Fig. 1: run 1, floorplan with the power grid
Bar = 50 µm. Pins as bars on the die edge. Tap cells in gray.
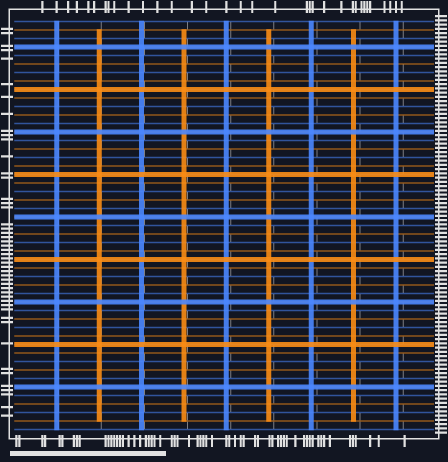
Fig. 2: run 1, placed cells, one color a class
Bar = 50 µm.
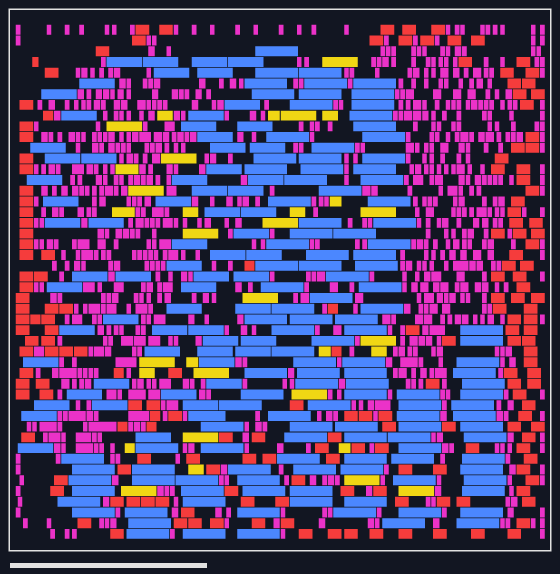
Fig. 3: run 1, clock distribution
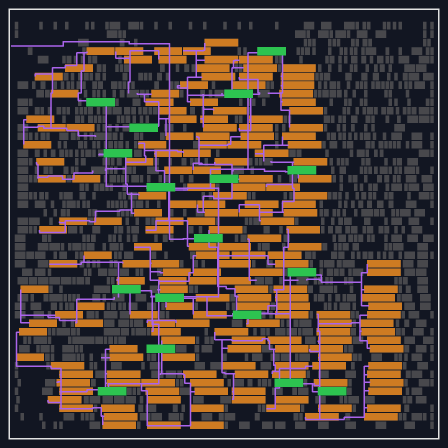
Fig. 4: run 1, wiring by layer
Bar = 50 µm. Only two layers are drawn.
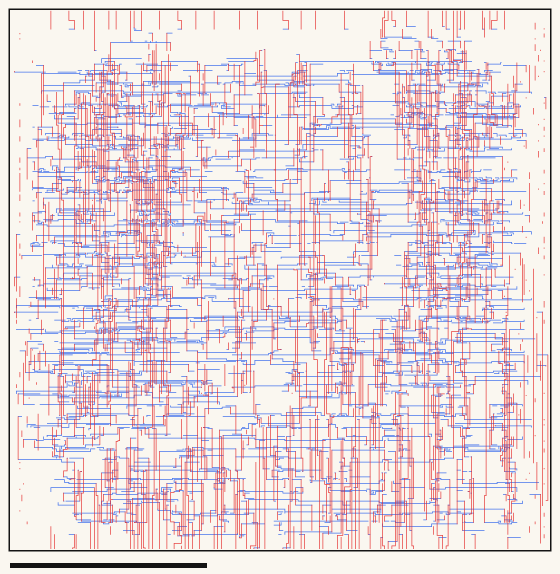
File: src/rtl/instr_fetch_unit_if.sv
// Fetch-stage bus: instruction memory port, decoder handshake, redirect/halt control and
// performance counters. master = fetch unit, slave = memory/decoder/control side.
interface instr_fetch_unit_if #(
   parameter int unsigned IMEM_ADDR_BITS = 10
);
   logic [IMEM_ADDR_BITS-1:0] imem_addr;
   logic [31:0]               imem_data;
   logic                      inst_valid;
   logic [31:0]               inst;
   logic [31:0]               inst_pc;
   logic [31:0]               inst_pc4;
   logic                      inst_ready;
   logic                      redirect_en;
   logic [31:0]               redirect_pc;
   logic                      halt;
   logic                      resume;
   logic                      halted;
   logic [31:0]               fetch_cnt;
   logic [31:0]               flush_cnt;

   modport master (
      output imem_addr, inst_valid, inst, inst_pc, inst_pc4, halted, fetch_cnt, flush_cnt,
      input  imem_data, inst_ready, redirect_en, redirect_pc, halt, resume
   );

   modport slave (
      input  imem_addr, inst_valid, inst, inst_pc, inst_pc4, halted, fetch_cnt, flush_cnt,
      output imem_data, inst_ready, redirect_en, redirect_pc, halt, resume
   );
endinterface

File: src/rtl/instr_fetch_unit.sv
// Laji MIPS fetch stage: PC, synchronous imem requests, 2-entry instruction buffer, redirect/halt.
// Define FETCH_PERF_CNT_EN to build the fetch/flush performance counters (tied to 0 otherwise).
module instr_fetch_unit #(
   parameter logic [31:0] PC_RESET       = 32'h0000_0000,
   parameter int unsigned IMEM_ADDR_BITS = 10
) (
   input logic                clk,
   input logic                rst_n,
   instr_fetch_unit_if.master bus
);

   typedef enum logic [0:0] {StFetch, StHalted} state_e;

   state_e      state_q, state_d;
   logic [31:0] req_pc_q, req_pc_d;
   logic [31:0] inflight_pc_q;
   logic        inflight_q, inflight_d;
   logic [1:0]  count_q, count_d;
   logic        rd_ptr_q, rd_ptr_d;
   logic        wr_ptr_q, wr_ptr_d;
   logic [31:0] fifo_inst_q [2];
   logic [31:0] fifo_pc_q   [2];

   logic head_valid;
   logic pop;
   logic push;
   logic issue;
   logic space_ok;
   logic unused_pc_lsbs;

   assign head_valid     = (count_q != 2'd0);
   assign unused_pc_lsbs = ^bus.redirect_pc[1:0];

   always_comb begin
      pop      = head_valid && bus.inst_ready;
      // Returning data is dropped when a redirect flushes the stage in the same cycle.
      push     = inflight_q && !bus.redirect_en;
      // Occupancy after this cycle's pop must leave room for the word being requested.
      space_ok = ({1'b0, count_q} + {2'b00, inflight_q}) <= (3'd1 + {2'b00, pop});
      issue    = (state_q == StFetch) && !bus.halt && !bus.redirect_en && space_ok;

      state_d = state_q;
      unique case (state_q)
         StFetch:  if (bus.halt) state_d = StHalted;
         StHalted: if (bus.resume && !bus.halt) state_d = StFetch;
         default:  state_d = StFetch;
      endcase

      req_pc_d = req_pc_q;
      if (bus.redirect_en) begin
         req_pc_d = {bus.redirect_pc[31:2], 2'b00};
      end else if (issue) begin
         req_pc_d = req_pc_q + 32'd4;
      end

      inflight_d = issue;
      rd_ptr_d   = rd_ptr_q ^ pop;
      if (bus.redirect_en) begin
         count_d  = 2'd0;
         wr_ptr_d = rd_ptr_d;
      end else begin
         count_d  = count_q - {1'b0, pop} + {1'b0, push};
         wr_ptr_d = wr_ptr_q ^ push;
      end
   end

   always_ff @(posedge clk or negedge rst_n) begin
      if (!rst_n) begin
         state_q       <= StFetch;
         req_pc_q      <= PC_RESET;
         inflight_q    <= 1'b0;
         inflight_pc_q <= 32'h0;
         count_q       <= 2'd0;
         rd_ptr_q      <= 1'b0;
         wr_ptr_q      <= 1'b0;
      end else begin
         state_q    <= state_d;
         req_pc_q   <= req_pc_d;
         inflight_q <= inflight_d;
         count_q    <= count_d;
         rd_ptr_q   <= rd_ptr_d;
         wr_ptr_q   <= wr_ptr_d;
         if (issue) inflight_pc_q <= req_pc_q;
      end
   end

   always_ff @(posedge clk) begin
      if (push) begin
         fifo_inst_q[wr_ptr_q] <= bus.imem_data;
         fifo_pc_q[wr_ptr_q]   <= inflight_pc_q;
      end
   end

   always_ff @(posedge clk) begin
      if (rst_n && push && !pop) assert (count_q != 2'd2);
   end

   always_comb begin
      bus.imem_addr  = req_pc_q[IMEM_ADDR_BITS+1:2];
      bus.inst_valid = head_valid;
      bus.inst       = 32'h0;
      bus.inst_pc    = 32'h0;
      bus.inst_pc4   = 32'h0;
      bus.halted     = (state_q == StHalted);
      if (head_valid) begin
         bus.inst     = fifo_inst_q[rd_ptr_q];
         bus.inst_pc  = fifo_pc_q[rd_ptr_q];
         bus.inst_pc4 = fifo_pc_q[rd_ptr_q] + 32'd4;
      end
   end

`ifdef FETCH_PERF_CNT_EN
   logic [31:0] fetch_cnt_q;
   logic [31:0] flush_cnt_q;

   always_ff @(posedge clk or negedge rst_n) begin
      if (!rst_n) begin
         fetch_cnt_q <= 32'h0;
         flush_cnt_q <= 32'h0;
      end else begin
         if (pop)             fetch_cnt_q <= fetch_cnt_q + 32'd1;
         if (bus.redirect_en) flush_cnt_q <= flush_cnt_q + 32'd1;
      end
   end

   assign bus.fetch_cnt = fetch_cnt_q;
   assign bus.flush_cnt = flush_cnt_q;
`else
   assign bus.fetch_cnt = 32'h0;
   assign bus.flush_cnt = 32'h0;
`endif

endmodule
File: src/flat_wrapper.sv
// flat-port wrapper written by rule: the top's interface ports become plain ports
module instr_fetch_unit_flat 
#(
   parameter logic [31:0] PC_RESET       = 32'h0000_0000,
   parameter int unsigned IMEM_ADDR_BITS = 10
)
  (clk, rst_n, bus_imem_addr, bus_inst_valid, bus_inst, bus_inst_pc, bus_inst_pc4, bus_halted, bus_fetch_cnt, bus_flush_cnt, bus_imem_data, bus_inst_ready, bus_redirect_en, bus_redirect_pc, bus_halt, bus_resume);
  instr_fetch_unit_if #(.IMEM_ADDR_BITS(IMEM_ADDR_BITS)) bus_i ();
  input logic clk;
  input logic rst_n;
  output wire logic [$bits(bus_i.imem_addr)-1:0] bus_imem_addr;
  output wire logic [$bits(bus_i.inst_valid)-1:0] bus_inst_valid;
  output wire logic [$bits(bus_i.inst)-1:0] bus_inst;
  output wire logic [$bits(bus_i.inst_pc)-1:0] bus_inst_pc;
  output wire logic [$bits(bus_i.inst_pc4)-1:0] bus_inst_pc4;
  output wire logic [$bits(bus_i.halted)-1:0] bus_halted;
  output wire logic [$bits(bus_i.fetch_cnt)-1:0] bus_fetch_cnt;
  output wire logic [$bits(bus_i.flush_cnt)-1:0] bus_flush_cnt;
  input wire logic [$bits(bus_i.imem_data)-1:0] bus_imem_data;
  input wire logic [$bits(bus_i.inst_ready)-1:0] bus_inst_ready;
  input wire logic [$bits(bus_i.redirect_en)-1:0] bus_redirect_en;
  input wire logic [$bits(bus_i.redirect_pc)-1:0] bus_redirect_pc;
  input wire logic [$bits(bus_i.halt)-1:0] bus_halt;
  input wire logic [$bits(bus_i.resume)-1:0] bus_resume;
  assign bus_imem_addr = bus_i.imem_addr;
  assign bus_inst_valid = bus_i.inst_valid;
  assign bus_inst = bus_i.inst;
  assign bus_inst_pc = bus_i.inst_pc;
  assign bus_inst_pc4 = bus_i.inst_pc4;
  assign bus_halted = bus_i.halted;
  assign bus_fetch_cnt = bus_i.fetch_cnt;
  assign bus_flush_cnt = bus_i.flush_cnt;
  assign bus_i.imem_data = bus_imem_data;
  assign bus_i.inst_ready = bus_inst_ready;
  assign bus_i.redirect_en = bus_redirect_en;
  assign bus_i.redirect_pc = bus_redirect_pc;
  assign bus_i.halt = bus_halt;
  assign bus_i.resume = bus_resume;
  instr_fetch_unit #(.PC_RESET(PC_RESET), .IMEM_ADDR_BITS(IMEM_ADDR_BITS)) u_core (.clk(clk), .rst_n(rst_n), .bus(bus_i));
endmodule
File: config.mk
export PLATFORM = sky130hd
export DESIGN_NAME = instr_fetch_unit_flat
export DESIGN_NICKNAME = d
export VERILOG_FILES = /design/src/rtl/instr_fetch_unit_if.sv /design/src/rtl/instr_fetch_unit.sv /design/src/flat_wrapper.sv
export SDC_FILE = /design/constraint.sdc
export NUM_CORES = 1
export LEC_CHECK = 0
export ABC_AREA = 1
export CAP_MARGIN = 20
export CORE_UTILIZATION = 54
export CTS_CLUSTER_DIAMETER = 80
export DETAILED_ROUTE_END_ITERATION = 12
export PLACE_DENSITY_LB_ADDON = 0.1
export SKIP_LAST_GASP = 1
export SLEW_MARGIN = 20
export SYNTH_ARGS = -nofsm -noshare
export SYNTH_HDL_FRONTEND = slang
export SYNTH_SLANG_ARGS = --single-unit
File: constraint.sdc
create_clock -name clk -period 5.6 [get_ports clk]
set_input_delay 1.12 -clock clk [delete_from_list [all_inputs] [get_ports clk]]
set_output_delay 1.12 -clock clk [all_outputs]
set_load 0.02 [all_outputs]
==> Slide: Implementation Results, run 1 <==
Synthesis and Place & Route Summary

Setup path
  – Critical path launch point type: flop
  – Crit-path max FO: 29
  – Crit path depth: 13
  – Crit-path leading delay family: simple AND/OR/NAND/NOR gates
  – Crit-path max cell delay: 0.59 ns

Routing
  – Via count: 7606

STA
  – Fmax: 219.2 MHz
  – Final setup vio count: 0

Floorplan
  – Top Ports: 242

Clock network
  – Root buf cell: clkbuf_16
  – Post-CTS Setup Inserts: 0

Worst hold path
  – Hold/Removal Path Class: reg2reg

Global routing
  – Tot GR Track Use: 0.2365
  – Number of global-route vias before repair: 6717
  – Initial antenna violation count: 0

Status
  – Status: finished, final reports clean

Finish
  – Layout cells sized above 1: 0.05741
  – Dominant logic cell type in the layout: nand2_1

Placed design
  – RePlAce Congestion: 0.8914

Synth
  – Biggest area cells: edfxtp_1 38%, dfrtp_1 17%, nand2_1 14%
-- Fig. 1 (at the start) --
| color | net |
|---|---|
| blue | VSS |
| orange | VDD |
tap cells: 225
met5 straps: 9
signal pins: 242

-- Fig. 2 (at the start) --
| color | class | cells |
|---|---|---|
| magenta | remaining logic cells | 887 |
| yellow | clock drivers and dummy loads | 32 |
| blue | sequential cells | 190 |
| red | remaining buffers and delay cells | 180 |

-- Fig. 3 (at the start) --
[green] clock-net drivers | count: 17
[orange] flip-flops | count: 190
[purple] clock wires | length: 1930 µm
flops lie: widely spread

-- Fig. 4 (at the start) --
| color | layer | wire length |
|---|---|---|
| blue | M1 | 9500 µm |
| red | M2 | 9980 µm |

==> run 1: cells by family after synthesis <==
| group | synth area share |
|---|---|
| compound gates | 0.06361 |
| xor+xnor | 0.01336 |
| fa+ha+maj | 0.01221 |
| buf+inv | 0.1254 |
| flops | 0.5466 |
| other cells | 0.0003813 |
| simple gates | 0.2384 |
==> run 1: cell usage after synthesis <==
cell / n
buf_6: 5
nand3b_1: 1
o21bai_1: 1
nand3_1: 62
nand2_4: 1
o21a_1: 1
o221ai_1: 3
o21ai_0: 46
and2_1: 2
o22ai_1: 1
inv_1: 110
xor2_1: 14
conb_1: 1
nor2_2: 9
or2_2: 1
a21oi_1: 46
buf_4: 81
o21ai_1: 4
o211ai_1: 13
inv_2: 4
fa_1: 1
nor2_4: 2
buf_8: 1
nand2_2: 11
buf_2: 8
edfxtp_1: 124
nor3_1: 13
nand4_1: 17
xnor2_1: 1
ha_1: 8
nand2_1: 362
nor2_1: 85
dfrtp_1: 66
clkbuf_1: 23
==> run 1: how the worst min path moves through the flow <==
stage / slack [ns] / endpoint / depth (start not counted)
2_1_floorplan: 0.44 / u_core.fifo_pc_q[0][10] / 0
3_3_place_gp: 0.45 / u_core.fifo_pc_q[0][2] / 0
3_5_place_dp: 0.45 / u_core.fifo_pc_q[1][2] / 0
4_1_cts: 0.47 / u_core.fifo_pc_q[1][2] / 0
5_1_grt: 0.49 / u_core.fifo_pc_q[0][16] / 0
6_report: 0.47 / u_core.fifo_pc_q[0][16] / 0
==> run 1: registers in the layout, indices dropped and copies added, names as in the netlist <==
register              flops
u_core.fifo_inst_q       64
u_core.fifo_pc_q         60
u_core.inflight_pc_q     30
u_core.req_pc_q          30
u_core.count_q            2
u_core.bus.halted         1
u_core.inflight_q         1
u_core.rd_ptr_q           1
u_core.wr_ptr_q           1
==> run 1: layout make-up <==
class,count,area (µm²)
Clock buffer,17,425.4
Clock inverter,15,162.7
Fill cell,1456,5599
Inverter,114,427.9
Multi-Input combinational cell,773,3490
Sequential cell,190,5376
Tap cell,225,281.5
Timing Repair Buffer,180,1774
==> run 1: through the flow <==
stage               area, µm²    util  setup WS [ns]  power (mW)
finish                  11940  0.6807          1.039       3.857
global route            11940  0.6807         0.7365       4.067
CTS                     11940  0.6807          1.012       3.883
detailed placement      11350  0.6472          1.489       2.708
global placement        11350  0.6472          1.529       2.679
floorplan               10090       -          1.985       2.472
==> run 1: report_power, final <==
group	leakage (nW)	internal [mW]	switching [mW]	total, mW
Combinational	2.82	0.285	0.642	0.927
Sequential	1.94	1.64	0.119	1.76
Clock	0.287	0.601	0.574	1.17
==> run 1: metal layers <==
layer | share of wire | up-vias | track usage
met4 | 0.013 | 0 | 0.07570
met2 | 0.47 | 288 | 0.3864
met5 | 0 | - | 0
met3 | 0.071 | 28 | 0.04037
li1 | - | 3804 | -
met1 | 0.45 | 3486 | 0.3215
Fig. 5: run 1, placement view
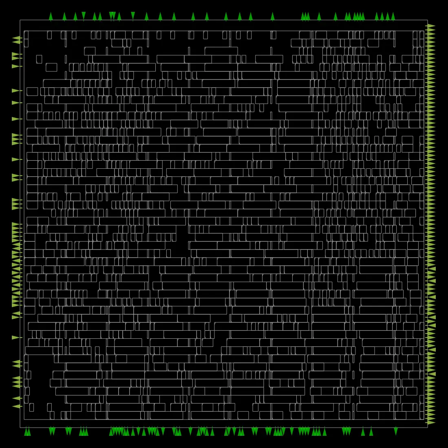

==> run 2, diff against run 1 <==
--- a/config.mk
+++ b/config.mk
@@ -7,7 +7,7 @@
 export LEC_CHECK = 0
 export ABC_AREA = 1
 export CAP_MARGIN = 20
-export CORE_UTILIZATION = 54
+export CORE_UTILIZATION = 50
 export CTS_CLUSTER_DIAMETER = 80
 export DETAILED_ROUTE_END_ITERATION = 12
 export PLACE_DENSITY_LB_ADDON = 0.1
==> constraint.sdc (replaced) <==
create_clock -name clk -period 4.3 [get_ports clk]
set_input_delay 0.86 -clock clk [delete_from_list [all_inputs] [get_ports clk]]
set_output_delay 0.86 -clock clk [all_outputs]
set_load 0.02 [all_outputs]
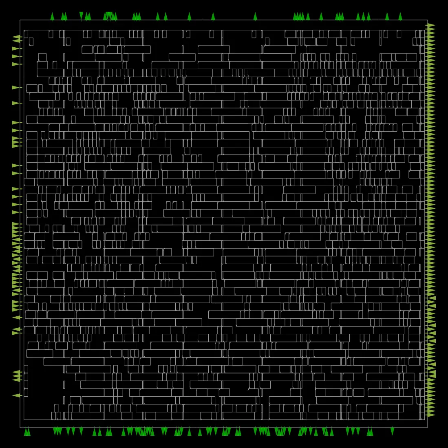
Fig. 6. Placement view (run 2).
flop share of the area: 0.4458
num rows: 50
core area: 19020 µm²
FF+latch count: 190

==> run 2 against run 1 <==
Clock skew about the same; sequential power up 31%; clock-buffer cell count unchanged; combinational power up 31%; synthesized cell count unchanged; cell count up 2.6%; highest routed layer unchanged.
==> Slide: Implementation Results, run 2 <==
Synthesis and Place & Route Summary

Status
  – Status: finished, final reports clean

Pwr
  – Seq pwr share: 0.453
  – Comb power frac: 0.237
  – P_int: 3.355 mW
  – Clock share of power: 0.310

Synth
  – Biggest area cells: edfxtp_1 38%, dfrtp_1 17%, nand2_1 14%
  – Fraction of registers with async set/reset: 0.3474
  – Yosys adder share: 0.01221
  – Compound Share, Synth: 0.06361
  – Main logic family: simple AND/OR/NAND/NOR gates
  – Synth top cells by count: 362 x nand2_1, 124 x edfxtp_1, 110 x inv_1
  – Number of enable flip-flop cells: 124

Finish
  – Filler instances: 1635
  – Layout cells sized above 1: 0.06182
  – Largest register FFs: 64
  – Dominant logic cell type in the layout: nand2_1

STA
  – Final setup vio count: 0

Routing
  – Routed met2 length: 9996 µm
  – Met3 wire length: 1342 µm
  – DR top layer: met4
  – M1 wire length: 9983 µm

Global routing
  – Initial antenna violation count: 0
  – Tot GR Track Use: 0.2217

Placed design
  – RePlAce Congestion: 0.8885

Setup path
  – Crit-path max cell delay: 0.67 ns
  – Crit-path max FO: 30

Worst hold path
  – Hold/Removal Path Class: in2async
## run 2: cell count changes in the layout (fill, tap and decap cells not counted), sizes merged
cell / delta
buf: +4
bufinv: +1
clkinv: -4
clkinvlp: +1
inv: +2
nor2: +1
## run 2: worst reg2reg max path, delay by kind of cell, from the launching register on
family	cells	cell delay [ns]
DFF	1	0.44
adders and majority gates	1	0.48
buffers and inverters	3	0.93
and+or+nand+nor	7	0.91
## run 2: layer usage
layer  global-route usage  vias to the layer above
met5                    0                        -
met4              0.05433                        0
met3              0.04374                       17
met2               0.3553                      264
met1               0.3098                     3433
li1                     -                     3811
## run 2: stage by stage
stage / instance area, µm² / setup slack, ns / utilization / power, mW / instances
global route: 12070 / 0.02333 / 0.6344 / 5.375 / 1554
detailed placement: 11450 / 0.4445 / 0.6020 / 3.540 / 1521
finish: 12070 / 0.2934 / 0.6344 / 5.084 / 1554
global placement: 11450 / 0.4491 / 0.6020 / 3.504 / 1521
CTS: 12040 / 0.05000 / 0.6333 / 5.107 / 1553
floorplan: 10090 / 0.9449 / - / 3.219 / 1195
## run 2: how the worst min path moves through the flow
stage                         endpoint  cells after the start
6_report           u_core.req_pc_q[25]                      1
5_1_grt            u_core.req_pc_q[25]                      1
4_1_cts        u_core.fifo_pc_q[1][10]                      0
3_5_place_dp   u_core.fifo_pc_q[1][24]                      0
3_3_place_gp   u_core.fifo_pc_q[1][10]                      0
2_1_floorplan  u_core.fifo_pc_q[0][10]                      0
## run 2: final cells by class
class / instances / area (µm²) / share of cell area
Sequential cell: 190 / 5379 / 0.4458
Multi-Input combinational cell: 774 / 3503 / 0.2904
Timing Repair Buffer: 184 / 1832 / 0.1518
Inverter: 114 / 432.9 / 0.03588
Clock buffer: 17 / 425.4 / 0.03526
Tap cell: 260 / 325.3 / 0.02696
Clock inverter: 15 / 167.7 / 0.01390
## run 2: cells by family (layout without fill, tap and decap cells)
logic type | Yosys count | count (layout)
flops | 190 | 190
fa+ha+maj | 9 | 9
compound gates | 115 | 115
other cells | 1 | 68
simple gates | 566 | 567
xor+xnor | 15 | 15
buf+inv | 232 | 330
## run 2: power by group through the flow
stage | logic (mW) | clock network (mW) | registers [mW]
floorplan | 0.970 | 0 | 2.25
global placement | 1.18 | 0 | 2.32
detailed placement | 1.21 | 0 | 2.33
CTS | 1.21 | 1.60 | 2.30
global route | 1.37 | 1.68 | 2.33
finish | 1.21 | 1.57 | 2.30
## run 2: timing repair
action,CTS,global route
setup endpoints to repair,2,18
gates resized,1,6
buffers inserted,0,0
gates cloned,0,1
pin swaps,0,1
Fig. 7: run 2, floorplan with the power grid
Bar = 50 µm. Pins as bars on the die edge. Tap cells in gray.
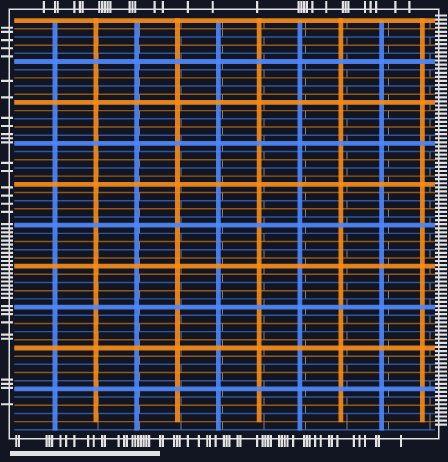

==> run 3, diff against run 2 <==
--- a/config.mk
+++ b/config.mk
@@ -7,7 +7,8 @@
 export LEC_CHECK = 0
 export ABC_AREA = 1
 export CAP_MARGIN = 20
-export CORE_UTILIZATION = 50
+export CORE_UTILIZATION = 52
+export CTS_BUF_LIST = sky130_fd_sc_hd__clkbuf_4 sky130_fd_sc_hd__clkbuf_8
 export CTS_CLUSTER_DIAMETER = 80
 export DETAILED_ROUTE_END_ITERATION = 12
 export PLACE_DENSITY_LB_ADDON = 0.1
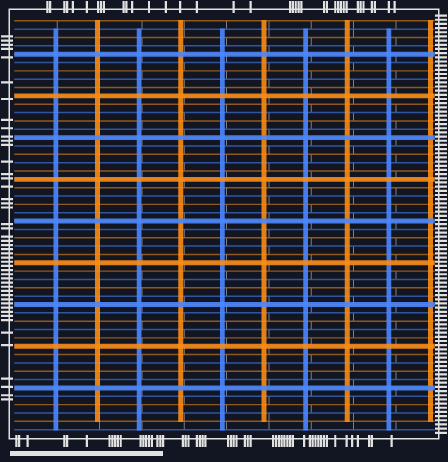
Fig. 8. Floorplan with the power grid (run 3).
Bar = 50 µm. Pins as bars on the die edge. Tap cells in gray.
| color | net |
|---|---|
| orange | VDD |
| blue | VSS |
tap cells: 229
met4 straps: 10
rows: 49
met5 straps: 9
signal pins: 242
core area: 18270 µm²
Max VDD drop: 0.0002813 V
Die Height: 139.5 µm

==> run 3 against run 2 <==
Worst hold slack lost 0.025 ns; die area shrank 3.8%; highest routed layer unchanged; fmax is essentially flat; via count is essentially flat.
==> Slide: Implementation Results, run 3 <==
Synthesis and Place & Route Summary

STA
  – Final setup vio count: 0
  – Fmax: 249.6 MHz

Synth
  – Number of enable flip-flop cells: 124
  – Synth mux share: 0
  – Biggest area cells: edfxtp_1 38%, dfrtp_1 17%, nand2_1 14%
  – Synth top cells by count: 362 x nand2_1, 124 x edfxtp_1, 110 x inv_1

Finish
  – Layout cells sized above 1: 0.06182
  – Finished Layout Cells: 1523
  – Dominant logic cell type in the layout: nand2_1
  – Largest register FFs: 64
  – Final instance area: 11770 µm²

Pwr
  – Pwr Total: 4.603 mW

Global routing
  – Number of global-route vias before repair: 6638
  – Tot GR Track Use: 0.2249

Placed design
  – RePlAce Congestion: 0.9148
  – Area post-placement: 11390 µm²

Routing
  – Via count: 7523

Worst hold path
  – Hold/Removal Path Class: in2async

Status
  – Status: finished, final reports clean

Clock network
  – Root buf cell: clkbuf_8

Setup path
  – Crit-path max FO: 26
-- run 3: cell families after synthesis --
| family | count (synthesis) |
|---|---|
| and+or+nand+nor | 566 |
| buffers and inverters | 232 |
| DFF | 190 |
| AOI/OAI and AO/OA | 115 |
| xor gates and xnor gates | 15 |
| adders and majority gates | 9 |
| other | 1 |
-- run 3: layer usage --
metal / part of all wire / track usage / up-vias
li1: - / - / 3806
met5: 0 / 0 / -
met3: 0.060 / 0.04336 / 19
met1: 0.47 / 0.3267 / 3441
met4: 0.012 / 0.06140 / 0
met2: 0.45 / 0.3449 / 257
-- run 3: critical path, stage by stage (launching register included) --
cell	delay, ns
dfrtp_2	0.52
inv_2	0.16
buf_4	0.30
nand2_1	0.08
nand2_1	0.11
nand2_2	0.10
nor2_2	0.15
nand3b_1	0.17
nor2_2	0.26
nand2_1	0.08
nand2_1	0.06
nand2_1	0.05
inv_1	0.05
clkdlybuf4s50_1	0.59
-- run 3: repair_timing --
action / in CTS / in global routing
setup endpoints to repair: 0 / 8
gates resized: 0 / 2
buffers inserted: 0 / 0
hold buffers: 0 / 0
-- run 3: final timing paths --
path | start | end | cells past startpoint
setup / recovery | u_core.rd_ptr_q | bus_inst_pc4[27] | 13
hold / removal | rst_n | u_core.req_pc_q[21] | 1
setup reg to reg | u_core.count_q[1] | u_core.inflight_pc_q[24] | 11
hold reg to reg | u_core.inflight_pc_q[3] | u_core.fifo_pc_q[1][3] | 0
max in group asynchronous | rst_n | u_core.rd_ptr_q | 2
min in group clk | u_core.inflight_pc_q[3] | u_core.fifo_pc_q[1][3] | 0
-- run 3: report_power, final --
part | switching (mW) | internal, mW
clock | 0.681 | 0.428
combinational | 0.838 | 0.384
sequential | 0.142 | 2.13
total | 1.66 | 2.94
-- run 3: per-stage QoR --
| stage | utilization | setup WS (ns) |
|---|---|---|
| after floorplan | - | 0.9449 |
| after global routing | 0.6443 | 0.02333 |
| after global placement | 0.6235 | 0.7149 |
| final | 0.6443 | 0.2928 |
| after detailed placement | 0.6235 | 0.6950 |
| after CTS | 0.6439 | 0.1647 |
-- run 3: layout make-up --
| class | count | area [µm²] | area share |
|---|---|---|---|
| multi-input combinational | 773 | 3497 | 0.2971 |
| tap | 229 | 286.5 | 0.02434 |
| clock buffer | 17 | 234.0 | 0.01988 |
| inverter | 114 | 427.9 | 0.03635 |
| sequential | 190 | 5376 | 0.4567 |
| timing repair buffer | 185 | 1812 | 0.1539 |
| clock inverter | 15 | 137.6 | 0.01169 |
No activity file was given, so power comes from the tool's default toggle rates.
